==> src/rtl/tea_pkg.sv <==
// Shared command bytes, reply bytes and FSM state type for the TEA frame front end.
package tea_pkg;

    localparam logic [7:0] CMD_KEY   = 8'h4B;
    localparam logic [7:0] CMD_PLAIN = 8'h50;
    localparam logic [7:0] CMD_CLR   = 8'h43;
    localparam logic [7:0] ACK       = 8'h06;
    localparam logic [7:0] NAK       = 8'h15;

    typedef enum logic [2:0] {
        IDLE,
        RX_KEY,
        RX_PLAIN,
        START,
        WAIT_DONE,
        TX
    } tea_state_e;

    function automatic int tea_max(input int a, input int b);
        return (a > b) ? a : b;
    endfunction

endpackage

==> src/rtl/tea_byte_serializer.sv <==
// Parallel-load, MSB-first byte serializer with a valid/ready output and a done strobe.
module tea_byte_serializer #(
    parameter int NBYTES = 8,
    localparam int LW = $clog2(NBYTES + 1)
) (
    input  logic              i_clk,
    input  logic              i_rst_n,
    input  logic              i_load,
    input  logic [NBYTES*8-1:0] i_data,
    input  logic [LW-1:0]     i_len,
    input  logic              i_tx_ready,
    output logic [7:0]        o_tx_data,
    output logic              o_tx_valid,
    output logic              o_done
);

    logic [NBYTES*8-1:0] data_q;
    logic [LW-1:0]       left_q;
    logic                fire;

    assign o_tx_valid = (left_q != '0);
    assign o_tx_data  = data_q[NBYTES*8-1 -: 8];
    assign fire       = o_tx_valid & i_tx_ready;
    assign o_done     = fire & (left_q == LW'(1));

    // Load a new block, or shift the top byte out once the receiver takes it.
    always_ff @(posedge i_clk or negedge i_rst_n) begin
        if (!i_rst_n) begin
            data_q <= '0;
            left_q <= '0;
        end else if (i_load) begin
            data_q <= i_data;
            left_q <= i_len;
        end else if (fire) begin
            data_q <= data_q << 8;
            left_q <= left_q - 1'b1;
        end
    end

endmodule

==> src/rtl/tea_frame_frontend.sv <==
// UART frame front end for a TEA cipher core: parses key/plaintext frames,
// starts the core and streams the result back. Optional macro
// TEA_FRONTEND_ACK_EN adds ACK/NAK reply bytes.
module tea_frame_frontend #(
    parameter int KEY_BYTES      = 16,
    parameter int BLOCK_BYTES    = 8,
    parameter int TIMEOUT_CYCLES = 1000000
) (
    input  logic                     i_clk,
    input  logic                     i_rst_n,
    input  logic [7:0]               i_rx_data,
    input  logic                     i_rx_valid,
    input  logic                     i_done,
    input  logic [BLOCK_BYTES*8-1:0] i_result,
    input  logic                     i_tx_ready,
    output logic [KEY_BYTES*8-1:0]   o_key,
    output logic                     o_key_valid,
    output logic [BLOCK_BYTES*8-1:0] o_plain,
    output logic                     o_start,
    output logic [7:0]               o_tx_data,
    output logic                     o_tx_valid,
    output logic                     o_busy,
    output logic                     o_err
);

    import tea_pkg::*;

`ifdef TEA_FRONTEND_ACK_EN
    localparam bit ACK_EN = 1'b1;
`else
    localparam bit ACK_EN = 1'b0;
`endif

    localparam int MAXB = tea_max(KEY_BYTES, BLOCK_BYTES);
    localparam int SW   = MAXB * 8;
    localparam int BW   = BLOCK_BYTES * 8;
    localparam int CW   = $clog2(MAXB + 1);
    localparam int TW   = $clog2(TIMEOUT_CYCLES + 1);
    localparam int LW   = $clog2(BLOCK_BYTES + 1);

    tea_state_e           state_q, state_d;
    logic [CW-1:0]        cnt_q, cnt_d;
    logic [TW-1:0]        tmo_q, tmo_d;
    logic [SW-1:0]        shadow_q, shadow_d;
    logic [KEY_BYTES*8-1:0] key_q, key_d;
    logic                 key_valid_q, key_valid_d;
    logic [BW-1:0]        plain_q, plain_d;
    logic                 err_q, err_d;
    logic                 ser_load;
    logic [BW-1:0]        ser_data;
    logic [LW-1:0]        ser_len;
    logic                 ser_done;
    logic                 nak;
    logic                 expired;

    assign o_key       = key_q;
    assign o_key_valid = key_valid_q;
    assign o_plain     = plain_q;
    assign o_err       = err_q;
    assign o_busy      = (state_q != IDLE);
    assign expired     = (tmo_q == TW'(TIMEOUT_CYCLES - 1)) && !i_rx_valid;

    // State and datapath registers; reset drops everything, including a frame in flight.
    always_ff @(posedge i_clk or negedge i_rst_n) begin
        if (!i_rst_n) begin
            state_q     <= IDLE;
            cnt_q       <= '0;
            tmo_q       <= '0;
            shadow_q    <= '0;
            key_q       <= '0;
            key_valid_q <= 1'b0;
            plain_q     <= '0;
            err_q       <= 1'b0;
        end else begin
            state_q     <= state_d;
            cnt_q       <= cnt_d;
            tmo_q       <= tmo_d;
            shadow_q    <= shadow_d;
            key_q       <= key_d;
            key_valid_q <= key_valid_d;
            plain_q     <= plain_d;
            err_q       <= err_d;
        end
    end

    // Frame parser: command decode, byte shifting, commits, timeout and handshake with the core.
    always_comb begin
        state_d     = state_q;
        cnt_d       = cnt_q;
        tmo_d       = tmo_q;
        shadow_d    = shadow_q;
        key_d       = key_q;
        key_valid_d = key_valid_q;
        plain_d     = plain_q;
        err_d       = err_q;
        ser_load    = 1'b0;
        ser_data    = '0;
        ser_len     = '0;
        o_start     = 1'b0;
        nak         = 1'b0;

        case (state_q)
            IDLE: begin
                if (i_rx_valid) begin
                    case (i_rx_data)
                        CMD_KEY: begin
                            state_d  = RX_KEY;
                            cnt_d    = '0;
                            tmo_d    = '0;
                            shadow_d = '0;
                        end
                        CMD_PLAIN: begin
                            if (key_valid_q) begin
                                state_d  = RX_PLAIN;
                                cnt_d    = '0;
                                tmo_d    = '0;
                                shadow_d = '0;
                            end else begin
                                err_d = 1'b1;
                                nak   = 1'b1;
                            end
                        end
                        CMD_CLR: err_d = 1'b0;
                        default: begin
                            err_d = 1'b1;
                            nak   = 1'b1;
                        end
                    endcase
                end
            end

            RX_KEY, RX_PLAIN: begin
                if (i_rx_valid) begin
                    shadow_d = (shadow_q << 8) | SW'(i_rx_data);
                    tmo_d    = '0;
                    if (state_q == RX_KEY && cnt_q == CW'(KEY_BYTES - 1)) begin
                        key_d       = shadow_d[KEY_BYTES*8-1:0];
                        key_valid_d = 1'b1;
                        cnt_d       = '0;
                        state_d     = IDLE;
                        if (ACK_EN) begin
                            ser_load = 1'b1;
                            ser_data = BW'(ACK) << (BW - 8);
                            ser_len  = LW'(1);
                            state_d  = TX;
                        end
                    end else if (state_q == RX_PLAIN && cnt_q == CW'(BLOCK_BYTES - 1)) begin
                        plain_d = shadow_d[BW-1:0];
                        cnt_d   = '0;
                        state_d = START;
                    end else begin
                        cnt_d = cnt_q + 1'b1;
                    end
                end else if (expired) begin
                    err_d    = 1'b1;
                    nak      = 1'b1;
                    shadow_d = '0;
                    cnt_d    = '0;
                    tmo_d    = '0;
                    state_d  = IDLE;
                end else begin
                    tmo_d = tmo_q + 1'b1;
                end
            end

            START: begin
                o_start = 1'b1;
                state_d = WAIT_DONE;
                if (i_rx_valid) err_d = 1'b1;
            end

            WAIT_DONE: begin
                if (i_rx_valid) err_d = 1'b1;
                if (i_done) begin
                    ser_load = 1'b1;
                    ser_data = i_result;
                    ser_len  = LW'(BLOCK_BYTES);
                    state_d  = TX;
                end
            end

            TX: begin
                if (i_rx_valid) err_d = 1'b1;
                if (ser_done) state_d = IDLE;
            end

            default: state_d = IDLE;
        endcase

        if (ACK_EN && nak) begin
            ser_load = 1'b1;
            ser_data = BW'(NAK) << (BW - 8);
            ser_len  = LW'(1);
            state_d  = TX;
        end
    end

    tea_byte_serializer #(
        .NBYTES (BLOCK_BYTES)
    ) u_ser (
        .i_clk      (i_clk),
        .i_rst_n    (i_rst_n),
        .i_load     (ser_load),
        .i_data     (ser_data),
        .i_len      (ser_len),
        .i_tx_ready (i_tx_ready),
        .o_tx_data  (o_tx_data),
        .o_tx_valid (o_tx_valid),
        .o_done     (ser_done)
    );

endmodule

==> config.mk <==
export PLATFORM = sky130hd
export DESIGN_NAME = tea_frame_frontend
export DESIGN_NICKNAME = d
export VERILOG_FILES = /design/src/rtl/tea_pkg.sv /design/src/rtl/tea_byte_serializer.sv /design/src/rtl/tea_frame_frontend.sv
export SDC_FILE = /design/constraint.sdc
export NUM_CORES = 1
export LEC_CHECK = 0
export CAP_MARGIN = 20
export CORE_ASPECT_RATIO = 1.2
export CORE_UTILIZATION = 48
export DETAILED_ROUTE_END_ITERATION = 8
export PLACE_DENSITY = 0.87
export SLEW_MARGIN = 15
export SYNTH_ARGS = -nofsm -noshare
export SYNTH_HDL_FRONTEND = slang
export SYNTH_HIERARCHICAL = 1
export SYNTH_SLANG_ARGS = --single-unit
==> constraint.sdc <==
create_clock -name i_clk -period 2 [get_ports i_clk]
set_input_delay 0.2 -clock i_clk [delete_from_list [all_inputs] [get_ports i_clk]]
set_output_delay 0.2 -clock i_clk [all_outputs]
set_load 0.01 [all_outputs]
==> impl_metrics.tcl <==
# flow metrics
set metrics [dict create \
    outcome "complete, but fails checks" \
    failed_checks "setup timing" \
    fp_util 0.492 \
    r2r_setup_slack_ns -0.1 \
    num_io_pins 282 \
    cts_tree "yes" \
    yosysTopAreaCellShare 0.608 \
    final_core_util 0.669 \
    hold_viol_final 0 \
    synth_dominant_cell_count "dfrtp_1" \
    synth_area_um2 16900 \
    end_kind "register" \
    dp_cells 2007 \
    fmax_ghz 0.477 \
    reg2reg_from "cnt_q[1]" \
    regArea_um2 10300 \
    cp_max_fo 8 \
    wl_per_cell_um 23.2 \
    rows 74 \
    die_h_um 207 \
    r2r_cells 8 \
    warnings 32 \
    start_kind "register" \
    die-area_um2 35900 \
    mi_logic_area_um2 6420 \
    arrival_ns 2.52 \
    adder_share 0.00371 \
    htreeDepth 2 \
    edf_count 0 \
    drc_errors 0 \
    synth_seq_share 0.608 \
    logic_family "AND-OR/OR-AND gates" \
    min_from "i_tx_ready" \
    min_to "u_ser/left_q[3]" \
    simple_gate_share 0.0591 \
    period_needed_ns 2.10 \
    synth_flops 410 \
    grt_max_degree 73 \
    fin_skew_ns 0.0374 \
    globalplace.congestion 0.831 \
    numCtsBuffers 40 \
    stdcell_count 2112 \
    fill_cells 2219 \
    timing.final.ws_setup_ns -0.0982 \
    worst_pin_slew_ns 0.655 \
    port_buffers 281 \
    yosysTopAreaCell "dfrtp_1" \
    xor_share 0.00104 \
    ys_async_sr_fraction 1.00 \
    routed_wirelength_um 49000 \
    die_w_um 173 \
    common_cells "410 x dfrtp_1, 130 x mux2_2, 125 x a22o_1, 77 x o21ai_0" \
    finalNetCount 1706 \
    ff_type "dfrtp_1" \
    first_pass_iters 5 \
    clk_pin_slew_ns 0.06 \
    dr.first_iter.drc_count 1062 \
    antenna_found_initial 1 \
    ys_chip_area_um2 16900 \
    mux_share 0.131 \
    synth_warnings 6 \
    setup_violations 138 \
    ant_nets 0 \
    yosys_cells 1288 \
    ys_sh_aoi 0.161 \
    slew_violations 0 \
    netlist_instances 1288 \
    clockBufferDepth 3 \
    dp_hpwl_um 28900 \
    num_vias 12600 \
    p_leak_nw 11.0 \
    area_leaders "dfrtp_1 61%, mux2_2 8.7%, a22o_1 6.5%, mux2_1 4.3%, a2bb2oi_1 3.0%" \
    core-area_um2 34400 \
]
layout make-up:
type                    instances  share of cell area
inverters                      12             0.00196
flip-flops and latches        410               0.447
diodes                          1            0.000109
clock buffers                  62              0.0520
clock inverters                11             0.00741
well taps                     456              0.0248
repair buffers                407               0.187
multi-input cells             753               0.280
worst max-delay path, cell delays in order (launching register included):
cell      delay, ns
dfrtp_1        0.40
ha_2           0.20
and3_4         0.19
ha_4           0.16
nand4b_1       0.12
buf_6          0.16
buf_12         0.18
buf_8          0.18
mux2_2         0.38
power breakdown:
part           total, mW  switching (mW)  internal [mW]
logic               6.90            3.58           3.32
registers           11.5            1.62           9.90
clock network       7.77            3.23           4.54
total               26.2            8.43           17.8
sequential cells by signal, indices dropped and copies added, names as in the netlist:
name / cells
tmo_q: 20
u_ser/left_q: 4
shadow_q: 120
u_ser/data_q: 64
cnt_q: 5
o_err: 1
o_key: 128
o_plain: 64
o_key_valid: 1
state_q: 3
how the worst max path moves through the flow:
stage	from	to	slack, ns
after global placement	i_rx_data[0]	o_err	-0.33
after CTS	cnt_q[1]	o_key[0]	-0.15
final	cnt_q[1]	o_key[30]	-0.1
after detailed placement	i_rx_data[0]	shadow_q[108]	-0.38
after floorplan	cnt_q[0]	state_q[1]	-0.02
after global routing	cnt_q[1]	o_key[30]	-0.14
routing by layer:
layer	vias up	global-route usage	share of wire
met4	0	0.0970	0.038
met1	6514	0.304	0.39
met5	-	0	0
met2	548	0.429	0.52
met3	116	0.0322	0.054
li1	5449	-	-
per-stage QoR:
stage | hold slack, ns | setup slack (ns) | area, µm² | power, mW
floorplan | -0.0956 | -0.0231 | 16900 | 15.2
global placement | 0.185 | -0.334 | 20700 | 17.4
detailed placement | 0.196 | -0.378 | 20700 | 17.8
CTS | 0.164 | -0.150 | 22100 | 25.7
global route | 0.212 | -0.139 | 23000 | 27.2
finish | 0.189 | -0.0982 | 23000 | 26.2
cell families after synthesis:
| group | after synthesis |
|---|---|
| fa+ha+maj | 5 |
| xor+xnor | 2 |
| compound gates | 376 |
| flops | 410 |
| simple gates | 170 |
| other cells | 1 |
| buf+inv | 127 |
| mux | 197 |
layout by cell type (no fill, tap or decap), drive strengths merged, types with 3 or more instances in the layout:
| cell | count |
|---|---|
| a21o | 3 |
| a21oi | 19 |
| a22o | 125 |
| a2bb2oi | 57 |
| a31oi | 65 |
| a41oi | 4 |
| and2 | 65 |
| and3 | 8 |
| buf | 116 |
| bufinv | 3 |
| clkbuf | 74 |
| clkdlybuf4s50 | 276 |
| clkinv | 9 |
| conb | 3 |
| dfrtp | 410 |
| ha | 5 |
| inv | 11 |
| mux2 | 195 |
| nand2 | 25 |
| nand2b | 6 |
| nand3 | 15 |
| nand4 | 7 |
| nor2 | 15 |
| nor2b | 4 |
| nor3 | 6 |
| nor3b | 4 |
| o21ai | 89 |
repair_timing:
item                                    in CTS  in global routing
cloned                                       2                 19
endpoints found under the setup margin     134                312
setup buffers                                4                  5
hold buffers                                 1                  0
resized                                     15                106
pin swaps                                    4                  6
hold endpoints to repair                    54                  0
wire_density.png
17 x 21 tiles, from white (low) to dark blue (high), scaled to the fullest tile. Values are wire area over tile area, all layers added.
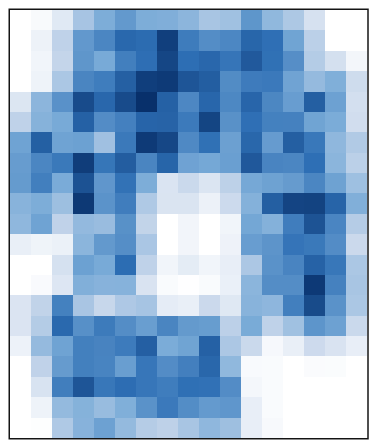
The fullest tile reaches 0.49. The emptiest ninth of the die: lower right. 49% of the tiles are over half the peak.

final_clocks.png
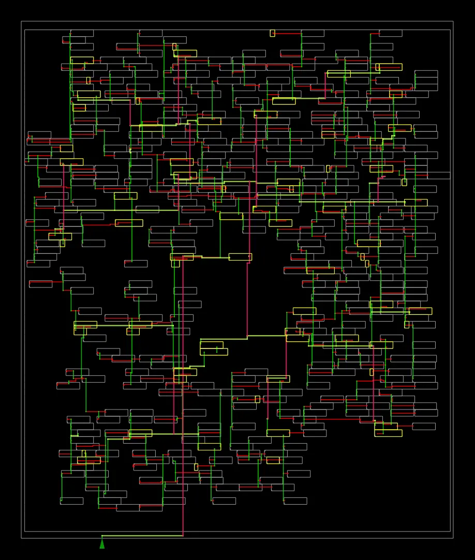
worst skew pair latency: 0.55 ns
CTS sink cnt: 410

pins.png
Bar = 50 µm. Pins as bars across the die edge, other pins in grey.
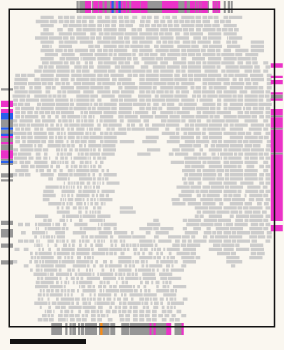
`i_rx_data`: marked blue, pins 8, direction input, edge 6 left, 2 top. `o_key`: marked magenta, pins 128, direction output, edge 61 right, 50 top, 11 left, 6 bottom. `i_tx_ready`: marked orange, pins 1, direction input, edge bottom.
All pins by edge: 100 top, 72 bottom, 66 right, 44 left.

zoom.png
Bar = 5 µm. Region (77, 135) to (97, 155) µm. Cells in grey, sequential cells in the stronger grey; small squares are vias.
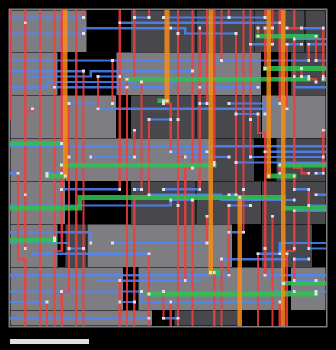
met2: marked red. met3: marked green. met4: marked orange. met1: marked blue.
Netlist names of flops here include `o_plain` (3), `shadow_q` (3). 20 logic cells have their middle in the window. Most frequent: dfrtp_1 (7), mux2_1 (5), a22o_1 (3). Sequential cells in the window: 7.

Power is estimated from default activity; no workload was simulated.
